## src/rtl/int_ctrl_pkg.sv

```systemverilog
// Shared types and constants for the prioritised interrupt controller.
package int_ctrl_pkg;

  typedef enum logic [0:0] {
    StIdle,
    StReq
  } state_e;

  localparam logic [9:0]  DefVecBase   = 10'h3C0;
  localparam int unsigned DefVecStride = 4;

  // Id width that stays at least one bit for a single-source build.
  function automatic int unsigned id_w(int unsigned n);
    return (n > 1) ? $clog2(n) : 1;
  endfunction

endpackage

```

## src/rtl/int_ctrl_prio_enc.sv

```systemverilog
// Priority encoder: reports whether any request bit is set and the lowest set index.
module prio_enc #(
  parameter int unsigned N   = 4,
  parameter int unsigned IdW = 2
) (
  input  logic [N-1:0]   req_i,
  output logic           valid_o,
  output logic [IdW-1:0] idx_o
);

  always_comb begin
    valid_o = |req_i;
    idx_o   = '0;
    // Walk downwards so the lowest set index is the last one written.
    for (int i = N - 1; i >= 0; i--) begin
      if (req_i[i]) begin
        idx_o = IdW'(i);
      end
    end
  end

endmodule

```

## src/rtl/int_ctrl_prio.sv

```systemverilog
// Prioritised interrupt controller with edge capture, mask, vectoring and in-service tracking.
// Define INT_CTRL_NESTING_EN to allow strict-priority preemption of in-service sources.
module int_ctrl_prio
  import int_ctrl_pkg::*;
#(
  parameter int unsigned       N_SRC      = 4,
  parameter int unsigned       PC_W       = 10,
  parameter logic [PC_W-1:0]   VEC_BASE   = PC_W'(DefVecBase),
  parameter int unsigned       VEC_STRIDE = DefVecStride,
  localparam int unsigned      IdW        = id_w(N_SRC)
) (
  input  logic             clk,
  input  logic             reset,
  input  logic [N_SRC-1:0] irq_src,
  input  logic             mask_we,
  input  logic [N_SRC-1:0] mask_in,
  input  logic             int_ack,
  input  logic             fin_int,
  output logic             int_req,
  output logic [PC_W-1:0]  vector,
  output logic [IdW-1:0]   active_id,
  output logic [N_SRC-1:0] in_service,
  output logic [N_SRC-1:0] pending
);

  state_e             state_q, state_d;
  logic [N_SRC-1:0]   prev_q;
  logic [N_SRC-1:0]   pending_q, pending_d;
  logic [N_SRC-1:0]   mask_q, mask_d;
  logic [N_SRC-1:0]   in_service_q, in_service_d;
  logic               int_req_q, int_req_d;
  logic [PC_W-1:0]    vector_q, vector_d;
  logic [IdW-1:0]     active_id_q, active_id_d;

  logic [N_SRC-1:0]   irq_edge;
  logic [N_SRC-1:0]   allowed;
  logic [N_SRC-1:0]   eligible;
  logic               win_valid;
  logic [IdW-1:0]     win_id;
  logic               fin_valid;
  logic [IdW-1:0]     fin_id;
  logic               ack_fire;
  logic [N_SRC-1:0]   ack_oh;
  logic [N_SRC-1:0]   fin_oh;

  assign irq_edge = irq_src & ~prev_q;

`ifdef INT_CTRL_NESTING_EN
  // Only sources strictly above (lower index than) every in-service source may preempt.
  always_comb begin
    logic seen;
    seen    = 1'b0;
    allowed = '0;
    for (int i = 0; i < int'(N_SRC); i++) begin
      seen       = seen | in_service_q[i];
      allowed[i] = ~seen;
    end
  end
`else
  assign allowed = {N_SRC{in_service_q == '0}};
`endif

  assign eligible = pending_q & mask_q & ~in_service_q & allowed;

  prio_enc #(
    .N   (N_SRC),
    .IdW (IdW)
  ) u_win_enc (
    .req_i   (eligible),
    .valid_o (win_valid),
    .idx_o   (win_id)
  );

  prio_enc #(
    .N   (N_SRC),
    .IdW (IdW)
  ) u_fin_enc (
    .req_i   (in_service_q),
    .valid_o (fin_valid),
    .idx_o   (fin_id)
  );

  assign ack_fire = (state_q == StReq) && int_ack;
  assign ack_oh   = ack_fire ? (N_SRC'(1) << active_id_q) : '0;
  assign fin_oh   = (fin_int && fin_valid) ? (N_SRC'(1) << fin_id) : '0;

  always_comb begin
    state_d      = state_q;
    int_req_d    = int_req_q;
    vector_d     = vector_q;
    active_id_d  = active_id_q;
    mask_d       = mask_we ? mask_in : mask_q;
    // A fresh edge in the ack cycle re-arms the source being acknowledged.
    pending_d    = (pending_q & ~ack_oh) | irq_edge;
    in_service_d = (in_service_q & ~fin_oh) | ack_oh;

    unique case (state_q)
      StIdle: begin
        if (win_valid) begin
          state_d     = StReq;
          int_req_d   = 1'b1;
          active_id_d = win_id;
          vector_d    = VEC_BASE + PC_W'(32'(win_id) * VEC_STRIDE);
        end
      end
      StReq: begin
        if (int_ack) begin
          state_d   = StIdle;
          int_req_d = 1'b0;
        end
      end
      default: state_d = StIdle;
    endcase
  end

  always_ff @(posedge clk) begin
    if (reset) begin
      state_q      <= StIdle;
      prev_q       <= '0;
      pending_q    <= '0;
      mask_q       <= '0;
      in_service_q <= '0;
      int_req_q    <= 1'b0;
      vector_q     <= '0;
      active_id_q  <= '0;
    end else begin
      state_q      <= state_d;
      prev_q       <= irq_src;
      pending_q    <= pending_d;
      mask_q       <= mask_d;
      in_service_q <= in_service_d;
      int_req_q    <= int_req_d;
      vector_q     <= vector_d;
      active_id_q  <= active_id_d;
    end
  end

  assign int_req    = int_req_q;
  assign vector     = vector_q;
  assign active_id  = active_id_q;
  assign in_service = in_service_q;
  assign pending    = pending_q;

endmodule

```

## config.mk

```make
export PLATFORM = sky130hd
export DESIGN_NAME = int_ctrl_prio
export DESIGN_NICKNAME = d
export VERILOG_FILES = /design/src/rtl/int_ctrl_pkg.sv /design/src/rtl/int_ctrl_prio_enc.sv /design/src/rtl/int_ctrl_prio.sv
export SDC_FILE = /design/constraint.sdc
export NUM_CORES = 1
export LEC_CHECK = 0
export CAP_MARGIN = 20
export CELL_PAD_IN_SITES_DETAIL_PLACEMENT = 1
export CELL_PAD_IN_SITES_GLOBAL_PLACEMENT = 2
export CORE_MARGIN = 2
export CORE_UTILIZATION = 24
export CTS_CLUSTER_SIZE = 30
export DETAILED_ROUTE_END_ITERATION = 8
export PLACE_DENSITY_LB_ADDON = 0.08
export SYNTH_ARGS = -nofsm -noshare
export SYNTH_HDL_FRONTEND = slang
export SYNTH_HIERARCHICAL = 1
export SYNTH_SLANG_ARGS = --single-unit
```

## constraint.sdc

```tcl
create_clock -name clk -period 1.9 [get_ports clk]
set_input_delay 0.19 -clock clk [delete_from_list [all_inputs] [get_ports clk]]
set_output_delay 0.19 -clock clk [all_outputs]
set_load 0.01 [all_outputs]
```

==> flow_metrics.env <==
# source this file to load flow results
export IMPL_ys_area_sq_um=914.6
export IMPL_vdd_drop_max_v=0.0004082
export IMPL_numCtsBuffers=3
export IMPL_fillerInstances=440
export IMPL_core_util_floorplan=0.2498
export IMPL_min_from="mask_q[3]"
export IMPL_grtUsageTotal=0.1055
export IMPL_run_status="finished clean"
export IMPL_flow_area_growth_from_synthesis_pct=38.44
export IMPL_r2r_end="vector[3]"
export IMPL_clock_input_transition_at_the_sequential_cells_of_the_worst_setup_and_hold_paths_ns=0.08
export IMPL_initial_drt_markers=18
export IMPL_synth_cell_types=23
export IMPL_drt_drc=0
export IMPL_synth_warning_count=6
export IMPL_clock_latency_late_pin_ns=0.26
export IMPL_cp_max_fo=6
export IMPL_drt_wl_total_microns=2108
export IMPL_area_leaders="dfxtp_1 46%, buf_4 7.4%, nor2_1 7.4%, mux2i_1 6.6%, nor2b_1 5.5%"
export IMPL_detail_route_vias_per_cell=4.213
export IMPL_drv_cap=0
export IMPL_timing_clock_skew_ns=0.006468
export IMPL_detail_route_antenna_nets=0
export IMPL_clk_path_buf_depth=2
export IMPL_globalplace_congestion=0.6948
export IMPL_ctsHtreeMaxLevel=1
export IMPL_antenna_found_initial=0
export IMPL_r2r_start="in_service[0]"
export IMPL_holdPathStages=2
export IMPL_drt_first_pass_iters=2
export IMPL_comb_area_sq_um=422.9
export IMPL_final_tally_of_max_slew_violations=0
export IMPL_grt_overflow=0
export IMPL_syn_area_per_cell_sq_um=8.794
export IMPL_sort_of_element_at_the_end_of_the_critical_path="register"
export IMPL_use_met1=0.1405
export IMPL_fp_row_count=22
export IMPL_rrSetupSlack_ns=0.19
export IMPL_final_hold_viol_count=0
export IMPL_antenna_cells=0
export IMPL_grt_pass1_wl_microns=3367
## how the worst max path moves through the flow
stage,start,endpoint,slack [ns],depth (start not counted)
6_report,in_service[0],vector[3],0.19,7
2_1_floorplan,in_service[0],active_id[0],0.33,7
4_1_cts,in_service[0],vector[3],0.11,7
3_5_place_dp,in_service[0],vector[3],0.14,7
3_3_place_gp,in_service[0],active_id[0],0.21,7
5_1_grt,in_service[0],active_id[0],0.04,7
## metal layers
metal / vias to the layer above / wire, microns
met5: - / 0
met4: 0 / 15
met3: 2 / 113
met2: 21 / 933
met1: 339 / 1046
li1: 388 / -
## stage by stage
step	hold WS [ns]	std cells	instance area, sq um	setup slack [ns]
final	0.4993	178	1266	0.1874
after global routing	0.5065	178	1266	0.04285
after CTS	0.4947	178	1257	0.1120
after detailed placement	0.4955	174	1211	0.1443
after global placement	0.4907	174	1211	0.2109
after floorplan	0.2616	107	925.9	0.3317
## cell families (layout without fill, tap and decap cells)
kind of cell	after synthesis	in the layout	synth area share
AND-OR/OR-AND	16	16	0.1012
flip-flops	21	21	0.4596
buffers and inverters	15	38	0.09985
other	1	4	0.004100
multiplexers	6	6	0.06567
AND/OR/NAND/NOR	45	45	0.2695
## synth_stat cells (all sizes together)
cell / number
a21oi: 11
and3: 4
buf: 9
clkbuf: 3
conb: 1
dfxtp: 21
inv: 3
mux2i: 6
nand2: 4
nand2b: 2
nand3: 1
nand4: 1
nand4b: 2
nand4bb: 1
nor2: 18
nor2b: 9
nor3: 2
nor4: 1
o21ai: 3
o31ai: 2
## area by class of cell
type                    instances  area share
multi-input cells              71      0.3340
well taps                      48     0.04743
clock inverters                 1    0.003953
clock buffers                   3     0.03261
inverters                       3    0.008893
repair buffers                 31      0.2411
flip-flops and latches         21      0.3320
## report_power, final
group          switching (uW)  internal [uW]  leakage [uW]
Clock                     148            146     0.0000255
Sequential               22.0            465      0.000173
Combinational            60.8           87.4      0.000289
Total                     231            699      0.000487
## flip-flops by register name (all words and copies together) (netlist names)
name	flops
mask_q	4
int_req	1
prev_q	4
pending	4
active_id	1
state_q	1
vector	2
in_service	4
## cell usage in the layout, fill, tap and decap left out
cell type / count
clkdlybuf4s50_1: 29
dfxtp_1: 21
nor2_1: 18
a21oi_1: 9
nor2b_1: 8
mux2i_1: 6
and3_1: 4
nand2_1: 4
conb_1: 4
o21ai_0: 3
inv_1: 3
clkbuf_8: 3
nand4b_1: 2
o31ai_1: 2
buf_4: 2
nand2b_1: 2
a21oi_2: 2
nor3_1: 2
nor4_4: 1
nor2b_4: 1
nand4_1: 1
nand3_1: 1
nand4bb_1: 1
clkinv_2: 1
## worst max-delay path, cell delays in order (launching register included)
cell     delay, ns
dfxtp_1       0.39
nor4_4        0.36
and3_1        0.26
nor2_1        0.06
nand2_1       0.09
nor2b_4       0.20
mux2i_1       0.20
nor2_1        0.05
## what timing repair did
item / 4_1_cts / 5_1_grt
hold buffers: 0 / 0
endpoints found under the hold margin: 0 / 0
gates resized: 0 / 1
setup endpoints to repair: 0 / 2
setup buffers: 0 / 0
==> images/wires.png <==
(8 px per micron) Two of the layers only.
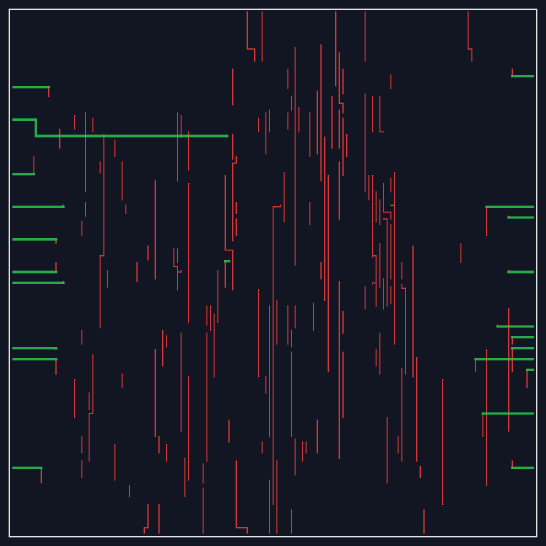
[red] metal 2 | wire length: 933 microns
[green] metal 3 | wire length: 113 microns

==> images/clk_routes.png <==
(8 px per micron)
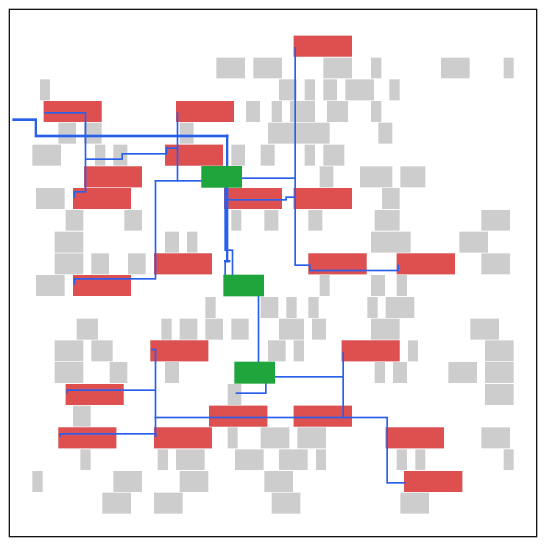
[red] flip-flops | count: 21
[green] clock drivers | count: 3
[blue] clock wires | length: 311 microns
flops lie: all over the die
routed clock nets: 4

==> images/congestion.png <==
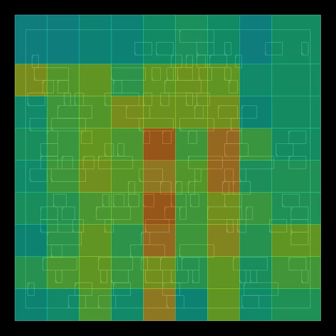
GR Util met2: 0.1604
met3 track utilization from global routing: 0.02055
Most Used Layer, Global Route: met2
detail-routed net length per standard cell: 11.84 microns

No activity file was given, so power comes from the tool's default toggle rates.
